--- config.mk ---
export PLATFORM = sky130hd
export DESIGN_NAME = video_framebuffer_writer
export DESIGN_NICKNAME = d
export VERILOG_FILES = /design/src/rtl/video_framebuffer_writer.sv
export SDC_FILE = /design/constraint.sdc
export NUM_CORES = 1
export LEC_CHECK = 0
export CAP_MARGIN = 40
export CORE_ASPECT_RATIO = 1.75
export CORE_MARGIN = 5
export CORE_UTILIZATION = 53
export CTS_CLUSTER_SIZE = 25
export DETAILED_ROUTE_END_ITERATION = 6
export PLACE_DENSITY = 0.88
export SLEW_MARGIN = 20
export SYNTH_ARGS = -nofsm -noshare
export SYNTH_HDL_FRONTEND = slang
export SYNTH_SLANG_ARGS = --single-unit
--- constraint.sdc ---
create_clock -name sys_clk -period 3.7 [get_ports sys_clk]
set_clock_uncertainty 0.1 [all_clocks]
set_input_delay 0.74 -clock sys_clk [delete_from_list [all_inputs] [get_ports sys_clk]]
set_output_delay 0.74 -clock sys_clk [all_outputs]
set_load 0.005 [all_outputs]
--- src/rtl/video_framebuffer_writer.sv ---
// Packs a coordinate-tagged pixel stream into Avalon-MM write words and writes
// double-buffered frames using counter-generated addresses, with loss-of-sync recovery.
module video_framebuffer_writer #(
  parameter int AVN_AW    = 19,
  parameter int AVN_DW    = 16,
  parameter int PIX_W     = 8,
  parameter int H_DISPLAY = 640,
  parameter int V_DISPLAY = 480,
  parameter int H_W       = 10,
  parameter int V_W       = 10
) (
  input  logic                sys_clk,
  input  logic                sys_rst,
  input  logic                swap_en,
  input  logic                in_vld,
  output logic                in_rdy,
  input  logic [H_W-1:0]      in_hc,
  input  logic [V_W-1:0]      in_vc,
  input  logic [PIX_W-1:0]    in_pix,
  output logic                avn_write,
  output logic [AVN_AW-1:0]   avn_address,
  output logic [AVN_DW-1:0]   avn_writedata,
  output logic [AVN_DW/8-1:0] avn_byteenable,
  input  logic                avn_waitrequest,
  output logic                disp_buf,
  output logic                frame_done,
  output logic                sync_err
);
  localparam int PPW         = AVN_DW / PIX_W;
  localparam int FRAME_WORDS = H_DISPLAY * V_DISPLAY / PPW;
  localparam int K_W         = (PPW > 1) ? $clog2(PPW) : 1;

  if (H_DISPLAY % PPW != 0) begin : g_bad_h
    $error("H_DISPLAY must be a multiple of PPW");
  end
  if (64'(2 * FRAME_WORDS) > (64'(1) << AVN_AW)) begin : g_bad_aw
    $error("two frame buffers do not fit in the Avalon address space");
  end

  typedef enum logic {SYNC, RUN} state_t;

  state_t              state_q, state_d;
  logic [H_W-1:0]      h_cnt_q, h_cnt_d;
  logic [V_W-1:0]      v_cnt_q, v_cnt_d;
  logic [K_W-1:0]      k_q, k_d;
  logic [AVN_DW-1:0]   pack_q, pack_d;
  logic [AVN_AW-1:0]   word_addr_q, word_addr_d;
  logic                wr_buf_q, wr_buf_d;
  logic                disp_buf_q, disp_buf_d;
  logic                last_q, last_d;
  logic                avn_write_q, avn_write_d;
  logic [AVN_AW-1:0]   avn_address_q, avn_address_d;
  logic [AVN_DW-1:0]   avn_writedata_q, avn_writedata_d;
  logic                frame_done_q, frame_done_d;
  logic                sync_err_q, sync_err_d;

  logic                hs, accept, at_origin, match, mismatch, first, take;
  logic                frame_end, wr_buf_nxt;
  logic [K_W-1:0]      cur_k;
  logic [AVN_DW-1:0]   cur_pack;
  logic [AVN_AW-1:0]   cur_waddr;

  assign in_rdy         = !avn_write_q || !avn_waitrequest;
  assign avn_write      = avn_write_q;
  assign avn_address    = avn_address_q;
  assign avn_writedata  = avn_writedata_q;
  assign avn_byteenable = '1;
  assign disp_buf       = disp_buf_q;
  assign frame_done     = frame_done_q;
  assign sync_err       = sync_err_q;

  assign hs         = avn_write_q && !avn_waitrequest;
  assign accept     = in_vld && in_rdy;
  assign at_origin  = (in_hc == '0) && (in_vc == '0);
  assign match      = (in_hc == h_cnt_q) && (in_vc == v_cnt_q);
  assign mismatch   = accept && (state_q == RUN) && !match;
  assign first      = (state_q == SYNC) || !match;
  assign take       = accept && (at_origin || ((state_q == RUN) && match));
  assign frame_end  = hs && last_q;
  // A word emitted in the frame-end cycle already belongs to the next buffer.
  assign wr_buf_nxt = frame_end ? (swap_en ? ~wr_buf_q : 1'b0) : wr_buf_q;

  always_comb begin
    state_d         = state_q;
    h_cnt_d         = h_cnt_q;
    v_cnt_d         = v_cnt_q;
    k_d             = k_q;
    pack_d          = pack_q;
    word_addr_d     = word_addr_q;
    last_d          = last_q;
    avn_write_d     = avn_write_q;
    avn_address_d   = avn_address_q;
    avn_writedata_d = avn_writedata_q;
    disp_buf_d      = disp_buf_q;
    wr_buf_d        = wr_buf_nxt;
    frame_done_d    = frame_end;
    sync_err_d      = mismatch;
    cur_k           = '0;
    cur_pack        = '0;
    cur_waddr       = '0;

    if (hs) begin
      avn_write_d = 1'b0;
      last_d      = 1'b0;
    end
    if (frame_end) disp_buf_d = wr_buf_q;

    if (mismatch) begin
      state_d     = SYNC;
      h_cnt_d     = '0;
      v_cnt_d     = '0;
      k_d         = '0;
      pack_d      = '0;
      word_addr_d = '0;
    end

    if (take) begin
      cur_k     = first ? '0 : k_q;
      cur_pack  = first ? '0 : pack_q;
      cur_waddr = first ? '0 : word_addr_q;
      cur_pack[int'(cur_k)*PIX_W +: PIX_W] = in_pix;
      state_d   = RUN;
      if (in_hc == H_W'(H_DISPLAY - 1)) begin
        h_cnt_d = '0;
        v_cnt_d = (in_vc == V_W'(V_DISPLAY - 1)) ? '0 : in_vc + 1'b1;
      end else begin
        h_cnt_d = in_hc + 1'b1;
        v_cnt_d = in_vc;
      end
      if (cur_k == K_W'(PPW - 1)) begin
        avn_write_d     = 1'b1;
        avn_writedata_d = cur_pack;
        avn_address_d   = wr_buf_nxt ? AVN_AW'(FRAME_WORDS) + cur_waddr : cur_waddr;
        last_d          = (cur_waddr == AVN_AW'(FRAME_WORDS - 1));
        word_addr_d     = last_d ? '0 : cur_waddr + 1'b1;
        k_d             = '0;
        pack_d          = '0;
      end else begin
        k_d         = cur_k + 1'b1;
        pack_d      = cur_pack;
        word_addr_d = cur_waddr;
      end
    end
  end

  always_ff @(posedge sys_clk) begin
    if (!sys_rst) begin
      state_q         <= SYNC;
      h_cnt_q         <= '0;
      v_cnt_q         <= '0;
      k_q             <= '0;
      pack_q          <= '0;
      word_addr_q     <= '0;
      wr_buf_q        <= 1'b0;
      disp_buf_q      <= 1'b1;
      last_q          <= 1'b0;
      avn_write_q     <= 1'b0;
      avn_address_q   <= '0;
      avn_writedata_q <= '0;
      frame_done_q    <= 1'b0;
      sync_err_q      <= 1'b0;
    end else begin
      state_q         <= state_d;
      h_cnt_q         <= h_cnt_d;
      v_cnt_q         <= v_cnt_d;
      k_q             <= k_d;
      pack_q          <= pack_d;
      word_addr_q     <= word_addr_d;
      wr_buf_q        <= wr_buf_d;
      disp_buf_q      <= disp_buf_d;
      last_q          <= last_d;
      avn_write_q     <= avn_write_d;
      avn_address_q   <= avn_address_d;
      avn_writedata_q <= avn_writedata_d;
      frame_done_q    <= frame_done_d;
      sync_err_q      <= sync_err_d;
    end
  end
endmodule
**Run 1: cells colored by class**

The bar under the picture is 20 um long.
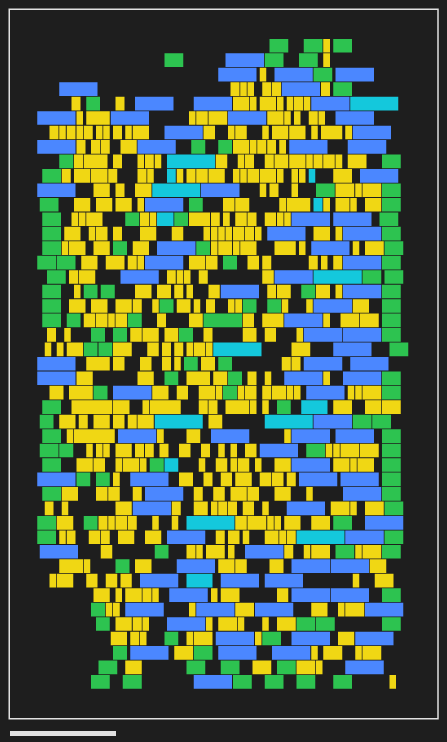
[green] other buffers and delay cells | cells: 115 | share of their area: 18%
[blue] flops | cells: 90 | share of their area: 31%
[cyan] clock drivers and dummy loads | cells: 16 | share of their area: 4.9%
[yellow] all other logic | cells: 428 | share of their area: 46%

**Run 1: drive-strength map**

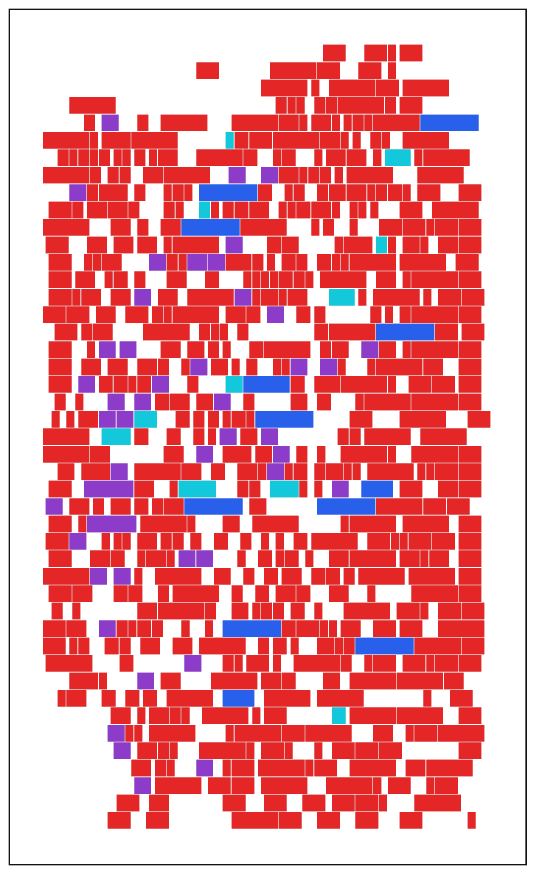
[cyan] drive 2 | cells: 11 | share: 1.7%
[blue] drive 6 and up | cells: 12 | share: 1.8% | most used: clkbuf_16
[purple] drive 3 to 4 | cells: 46 | share: 7.1% | most used: buf_4
[red] drive 1 or less | cells: 580 | share: 89% | most used: dfxtp_1
Signal buffers: 115
Area Growth Syn to Fin: 29.1%
setup ws final: 106 ps

==> flow_metrics.py, run 1 <==
# Auto-generated metrics
metrics = {
    "cts": {
        "htree_num_levels": 3,
        "path_clk_slew_ps": 60,
        "clock_sinks": 90,
        "cts_buffers": 9,
        "cts_root_buf": "clkbuf_16",
    },
    "routing": {
        "via_per_inst": 5.81,
        "ant_nets": 0,
        "met2WireLength_um": 6850,
        "drcViolationCount": 0,
        "firstDrtPassIters": 7,
        "wl_per_cell_um": 17.0,
    },
    "min_path": {
        "min_to": "avn_address[13]",
        "whs_path_depth": 2,
        "hold_path.class": "flip-flop to flip-flop",
    },
    "pwr": {
        "ir_drop_mv": 0.231,
        "p_comb_share_pct": 7.7,
        "top_power_group": "sequential cells",
        "seq_power_w": 0.000972,
        "powerComb_w": 0.000153,
        "net-switching-power_w": 0.000450,
    },
    "finish": {
        "drive_above_1_share_pct": 10.6,
        "finalNonFillerCells": 766,
        "diodes": 0,
        "fin_nets": 683,
        "final_common_cell": "dfxtp_1",
    },
    "run_status": {
        "status": "finished, final reports clean",
    },
    "synthesis": {
        "top_area_cell": "dfxtp_1",
        "synth_stat.cells": 550,
        "ys_sh_adder_pct": 1.63,
        "xor_area_share_pct": 8.57,
        "synthArstFlopShare_pct": 0,
        "netlist_instances": 550,
        "yosys_warnings": 0,
        "simple_gate_share_pct": 25.4,
        "edf_count": 0,
        "top_logic_kind": "simple AND/OR/NAND/NOR gates",
        "synth.most_common_cell": "dfxtp_1",
        "syn_area_sq_um": 4600,
        "common_cells": "dfxtp_1 (90), nand2_1 (73), nor2_1 (62)",
        "ff_type": "dfxtp_1",
        "synthAoiAreaFrac_pct": 13.3,
        "ys_sh_mux_pct": 7.46,
        "top_area_share_pct": 39.2,
        "ys_chip_area_sq_um": 4600,
    },
    "grt": {
        "grt_pass1_wl_um": 20900,
        "antenna_found_initial": 0,
        "grt_usage_pct": 25.0,
        "grt-busiest-layer": "met2",
        "grt_pass1_vias": 4412,
        "grt-ovfl-total": 0,
        "grt_max_degree": 36,
    },
    "setup_path": {
        "reg2reg_depth": 10,
        "startpoint_type": "input pin",
        "critPathLaunch": "in_hc[0]",
        "required_ps": 3860,
        "worstSetupEndpoint": "word_addr_q[18]",
        "arrival_ps": 3750,
        "reg2reg_from": "h_cnt_q[0]",
        "crit_fanout": 4,
        "ff2ff_setup_slack_ps": 690,
        "path_class": "input pin to flip-flop",
    },
    "placement": {
        "io_buffer_count": 72,
        "dp_slack_ps": -204,
        "placed_area_sq_um": 5650,
        "dp_hpwl_um": 9770,
    },
    "final_timing": {
        "rsz0062_at_grt": "no",
        "slew_headroom_pct": 63.5,
        "finalMaxSlewViolations": 0,
        "fmax_ghz": 0.278,
        "timing.hold.ws_ps": 356,
        "hold_viol": 0,
    },
    "die": {
        "io_pins": 75,
        "rows": 45,
        "die_area_sq_um": 10700,
        "fp_util_pct": 53.7,
        "die_h_um": 133,
    },
    "job": {
        "cap_viol_max_count": 0,
    },
}
**Run 1: metal 1**

Supply wires on this layer in gray.
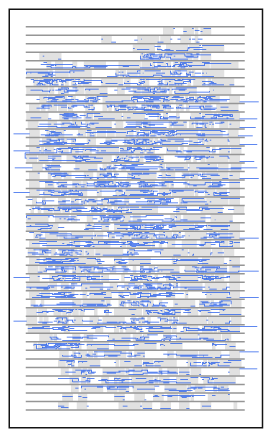
wire length on this layer: 4850 um
longest straight run: 20.2 um
Total Routed Length: 13000 um
vias post-DR: 4452
GRT met1 Usage: 26.0%

**Run 1: clock wires, drivers and flops**

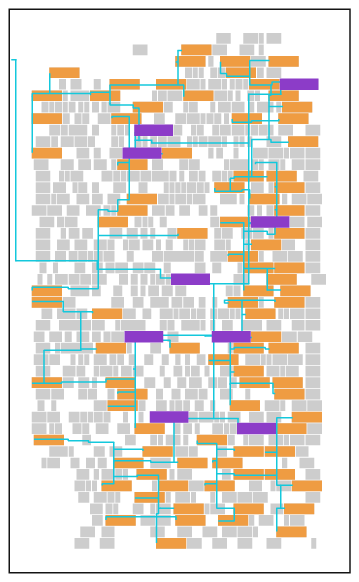
[orange] flip-flops | count: 90
[cyan] clock wires | length: 1060 um
[purple] cells driving clock nets | count: 9
routed clock nets: 10
clock power share: 43.3%
clock group total power: 0.000858 W
Clock Latency Late Sink: 340 ps

==> run 1: cell type report <==
cell class	instances	area (sq um)	area share [%]
Inverter	13	48.8	0.822
Clock inverter	4	26.3	0.443
Sequential cell	90	1800	30.4
Multi-Input combinational cell	415	2600	43.8
Tap cell	117	146	2.47
Clock buffer	12	256	4.32
Timing Repair Buffer	115	1060	17.8
==> run 1: critical path, cell delays in order <==
cell and delay, ps:
clkdlybuf4s50_1 480, xnor2_1 320, nand4_1 170, nor3_1 310, and3_1 210, ha_1 170, nand3_1 160, or4_1 570
nor4_1 310, nand4b_1 120, a31oi_1 190
==> inputs of run 2 (changes only) <==
--- a/config.mk
+++ b/config.mk
@@ -8,10 +8,10 @@
 export CAP_MARGIN = 40
 export CORE_ASPECT_RATIO = 1.75
 export CORE_MARGIN = 5
-export CORE_UTILIZATION = 53
+export CORE_UTILIZATION = 30
 export CTS_CLUSTER_SIZE = 25
 export DETAILED_ROUTE_END_ITERATION = 6
-export PLACE_DENSITY = 0.88
+export PLACE_DENSITY = 0.59
 export SLEW_MARGIN = 20
 export SYNTH_ARGS = -nofsm -noshare
 export SYNTH_HDL_FRONTEND = slang
**Run 2: clock nets**

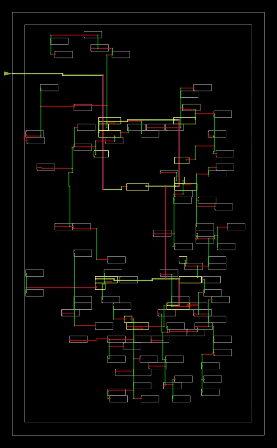
# clk buffers: 9
clock group total power: 0.000934 W
Clock Latency Late Sink: 350 ps
clk sinks: 90

**Run 2: drive-strength map**

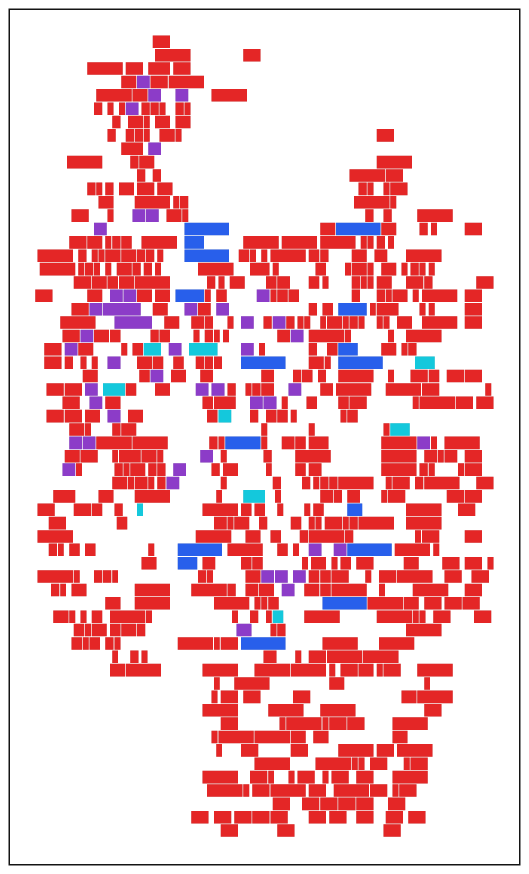
[blue] drive 6 and up | cells: 16 | share: 2.5% | most used: clkbuf_16
[cyan] drive 2 | cells: 9 | share: 1.4% | most used: mux2_2
[red] drive 1 or less | cells: 579 | share: 89% | most used: dfxtp_1
[purple] drive 3 to 4 | cells: 47 | share: 7.2% | most used: buf_4

==> flow_metrics.py, run 2 <==
# Auto-generated metrics
metrics = {
    "grt": {
        "use_met1_pct": 15.7,
        "grt_pass1_vias": 4432,
        "grt-ovfl-total": 0,
        "antenna_found_initial": 0,
        "grt-busiest-layer": "met2",
    },
    "routing": {
        "ant_nets": 0,
        "drcViolationCount": 0,
        "met2WireLength_um": 7510,
    },
    "setup_path": {
        "cpMaxStageDelayCell": "or4_1",
        "required_ps": 3880,
        "crit_family": "simple AND/OR/NAND/NOR gates",
        "startpoint_type": "input pin",
        "path_class": "input pin to flip-flop",
        "crit_cells": 12,
        "path_buffers": 2,
        "reg2reg_depth": 11,
    },
    "synthesis": {
        "ys_sh_mux_pct": 7.46,
        "syn_area_sq_um": 4600,
        "edf_count": 0,
        "top_logic_kind": "simple AND/OR/NAND/NOR gates",
        "synth_stat.cells": 550,
        "simple_gate_share_pct": 25.4,
        "yosys_warnings": 0,
        "synth.most_common_cell": "dfxtp_1",
        "netlist_instances": 550,
    },
    "placement": {
        "dp_slack_ps": -46.7,
        "placed_area_sq_um": 5750,
        "io_buffer_count": 72,
    },
    "finish": {
        "final_common_cell": "dfxtp_1",
        "largest_class": "multi-input combinational cells",
        "areaGrowthSynthToFinish_pct": 31.9,
        "logic_area_sq_um": 2600,
        "seq_cells": 90,
        "diodes": 0,
        "seq_share_pct": 29.7,
        "buf_share_pct": 17.7,
        "comb_area_share_pct": 42.9,
    },
    "die": {
        "die_h_um": 174,
        "die_area_sq_um": 18000,
        "rows": 60,
        "n_tap_cell": 186,
        "fp_util_pct": 30.2,
    },
    "cts": {
        "cts_buffers": 9,
        "cts_root_buf": "clkbuf_16",
        "path_clk_slew_ps": 70,
    },
    "min_path": {
        "hold_path.class": "flip-flop to flip-flop",
    },
    "pwr": {
        "p_comb_share_pct": 7.4,
        "net-switching-power_w": 0.000530,
    },
    "final_timing": {
        "hold_viol": 0,
        "rsz0062_at_grt": "no",
    },
    "run_status": {
        "status": "finished, final reports clean",
    },
}
**Run 2: cells colored by class**

The bar under the picture is 20 um long.
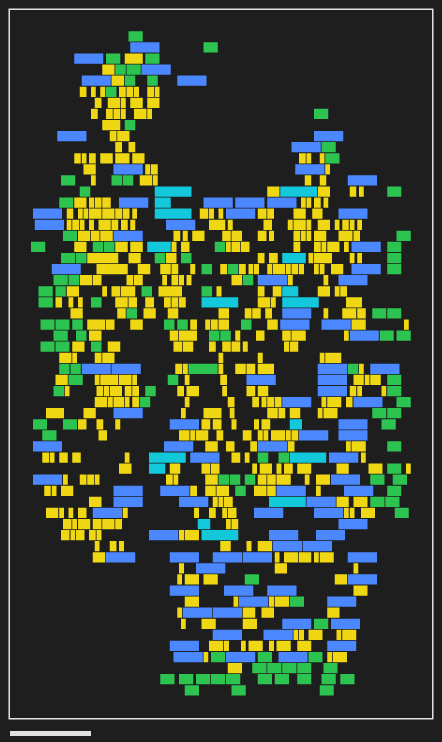
[yellow] all other logic | cells: 428 | share of their area: 45%
[cyan] clock drivers and dummy loads | cells: 16 | share of their area: 5.3%
[blue] flops | cells: 90 | share of their area: 31%
[green] other buffers and delay cells | cells: 117 | share of their area: 18%

## run 2: power groups by stage
stage | Sequential (W) | Combinational [W] | Clock [W]
finish | 0.000971 | 0.000152 | 0.000934
global route | 0.000971 | 0.000164 | 0.00100
CTS | 0.000971 | 0.000153 | 0.000974
floorplan | 0.000992 | 0.0000672 | 0
detailed placement | 0.000994 | 0.000153 | 0
global placement | 0.000994 | 0.000152 | 0
## run 2: worst paths after layout
path | startpoint | endpoint | slack (ps)
setup / recovery | in_hc[3] | word_addr_q[18] | 330
hold / removal | avn_address[15] | avn_address[15] | 350
setup reg to reg | h_cnt_q[3] | word_addr_q[18] | 830
hold reg to reg | avn_address[15] | avn_address[15] | 350
No activity file was given, so power comes from the tool's default toggle rates.
